**M1 wires**

(6 px per micron)
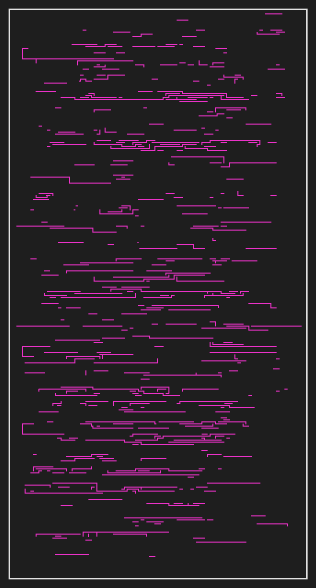
**Close-up of the layout**

Region (0, 58) to (25, 83) microns. Cells in grey, sequential cells in the stronger grey; small squares are vias.
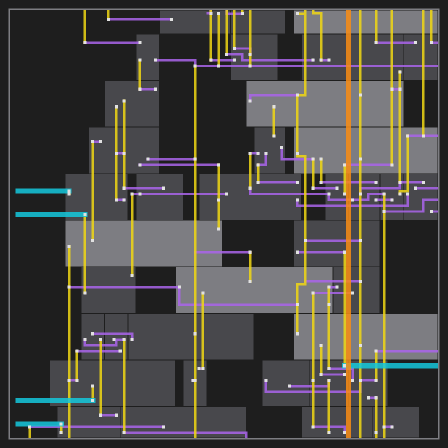
Design jk_drive_ctrl, sky130hd; sources not shown.
==> run notes <==
Quick summary of the implementation run below.

The flow ran to the end, and the final reports show no timing, DRC or antenna violations. The endpoint arrival time on the critical path is 1700 ps. The H-tree was split into 2 levels. The share of total power consumed by net switching came out at 0.398. The mean post-synth cell area came out at 11.4 sq um. The final timing report lists clock skew as 3.54 ps. The count of final hold-check violations is 0. The sequential share of power is 0.383. The count of buffers from port buffering is 55. The number of antenna violations at the first check in global routing is 0.

The utilization of the core after routing came out at 0.638. The post-detailed-routing wire length is approximately 3300 microns. Summing over the stages, the warning tally comes to 27. Across the run, the number of max-cap violations was 0. The floorplan step set the die width to slightly below 50 microns. TritonCTS built the clock tree. The sequential cell area fraction in the yosys report is 0.548. The worst slew margin relative to its limit is 0.621.

The count of antenna diodes in the layout is 0. The required time of the worst setup path came out at about 1800 ps. The final routed DRC violation total is 0.

The post-route worst hold slack is about 25 ps. The aggregate global routing overflow is 0. Summed over all failing endpoints, the final setup total negative slack is 0 ps. The register bit count reported by yosys is 36. The detailed router finished its first iteration with 8 violations. The clock period minus final worst setup slack came out at between 1500 and 2000 ps. The via count of the first global-routing pass came to approximately 1200. The register area came out at 908 sq um.

The static leakage is around 1.2 nW. The global-route usage over all layers is 0.160. The cell-internal power came out at about 1.9 mW.

Static timing analysis puts the maximum clock frequency at around 650 MHz. The kind of launch point of the worst setup path is a register. The clock network fraction of total power came out at 0.188. The area of all placed cells without fillers is approximately 2600 sq um. The main area contributors are sky130_fd_sc_hd__dfrtp_1 55%, sky130_fd_sc_hd__xnor2_1 8.5%, sky130_fd_sc_hd__mux2_2 6.2%, sky130_fd_sc_hd__buf_4 3.7%, sky130_fd_sc_hd__nor2_1 3.4%. The number of cell instances on the worst register-to-register path is 5. The later-pin clock latency in the skew report came out at approximately 280 ps.

Clock-pin slew was measured on the worst setup and hold paths at around 70 ps.
## Picture notes: 'M1 wires'
nets with wire on the layer = 200
longest straight run = 16.1 microns
main direction = horizontal
detailed-route via count: 1261
global-route track usage on met1: 0.201

## Picture notes: 'close-up of the layout'
purple -> M1
orange -> M4
yellow -> M2
cyan -> M3
cells with their middle in the window = 36
sequential cells in the window = 6
most frequent = dfrtp_1 (6), buf_4 (5)

per-stage QoR:
step           std cells  worst slack, ps
3_3_place_gp         261             -455
3_5_place_dp         261             -462
5_1_grt              269             5.82
6_report             269             67.7
4_1_cts              268           0.0925
2_1_floorplan        144            -16.1
Yosys cell counts, drive strengths merged:
cell type / number
dfrtp: 36
o21a: 2
xnor2: 16
nand2: 12
mux2: 12
nand4: 3
clkbuf: 2
nor2b: 5
a31oi: 1
nand2b: 3
buf: 10
ha: 1
mux2i: 1
a41o: 1
nand3: 2
a21oi: 2
and3: 1
nor4b: 1
nor2: 16
a311oi: 1
a211oi: 1
and2: 1
nor3b: 1
and4b: 1
inv: 4
o21ai: 8
power by group through the flow:
stage	Clock [mW]	Combinational, mW	Sequential (mW)
after floorplan	0	0.416	1.68
after global placement	0	1.33	1.22
after detailed placement	0	1.35	1.22
after CTS	0.626	1.38	1.22
after global routing	0.661	1.45	1.25
final	0.598	1.37	1.22
area by class of cell:
| class | count | share of cell area |
|---|---|---|
| well taps | 52 | 0.0255 |
| clock inverters | 1 | 0.00196 |
| inverters | 4 | 0.00588 |
| clock buffers | 6 | 0.0284 |
| flip-flops and latches | 36 | 0.356 |
| multi-input cells | 92 | 0.287 |
| repair buffers | 78 | 0.296 |
worst max-delay path, stage by stage, from the launching register on:
cell,delay (ps)
sky130_fd_sc_hd__dfrtp_1,390
sky130_fd_sc_hd__xnor2_1,190
sky130_fd_sc_hd__nand4_1,110
sky130_fd_sc_hd__o21a_2,270
sky130_fd_sc_hd__nor3b_4,160
sky130_fd_sc_hd__mux2_4,290
per-layer routing:
metal,share of wire,global-route usage,up-vias
li1,-,-,617
met1,0.45,0.201,601
met2,0.48,0.249,37
met3,0.051,0.0348,6
met4,0.027,0.100,0
met5,0,0,-
timing repair:
item,4_1_cts,5_1_grt
setup endpoints to repair,7,5
resized,15,3
pin swaps,7,5
buffers inserted,0,1
cell families (layout without fill, tap and decap cells):
kind of cell             after synthesis  count (layout)  share of synthesized area
AND/OR/NAND/NOR                       46              46                      0.147
adder cells (fa/ha/maj)                1               1                    0.00761
buffers and inverters                 16              89                     0.0601
flip-flops                            36              36                      0.548
XOR/XNOR                              16              16                     0.0852
AND-OR/OR-AND                         16              16                     0.0594
multiplexers                          13              13                     0.0928
Power and IR drop assume default switching activity.
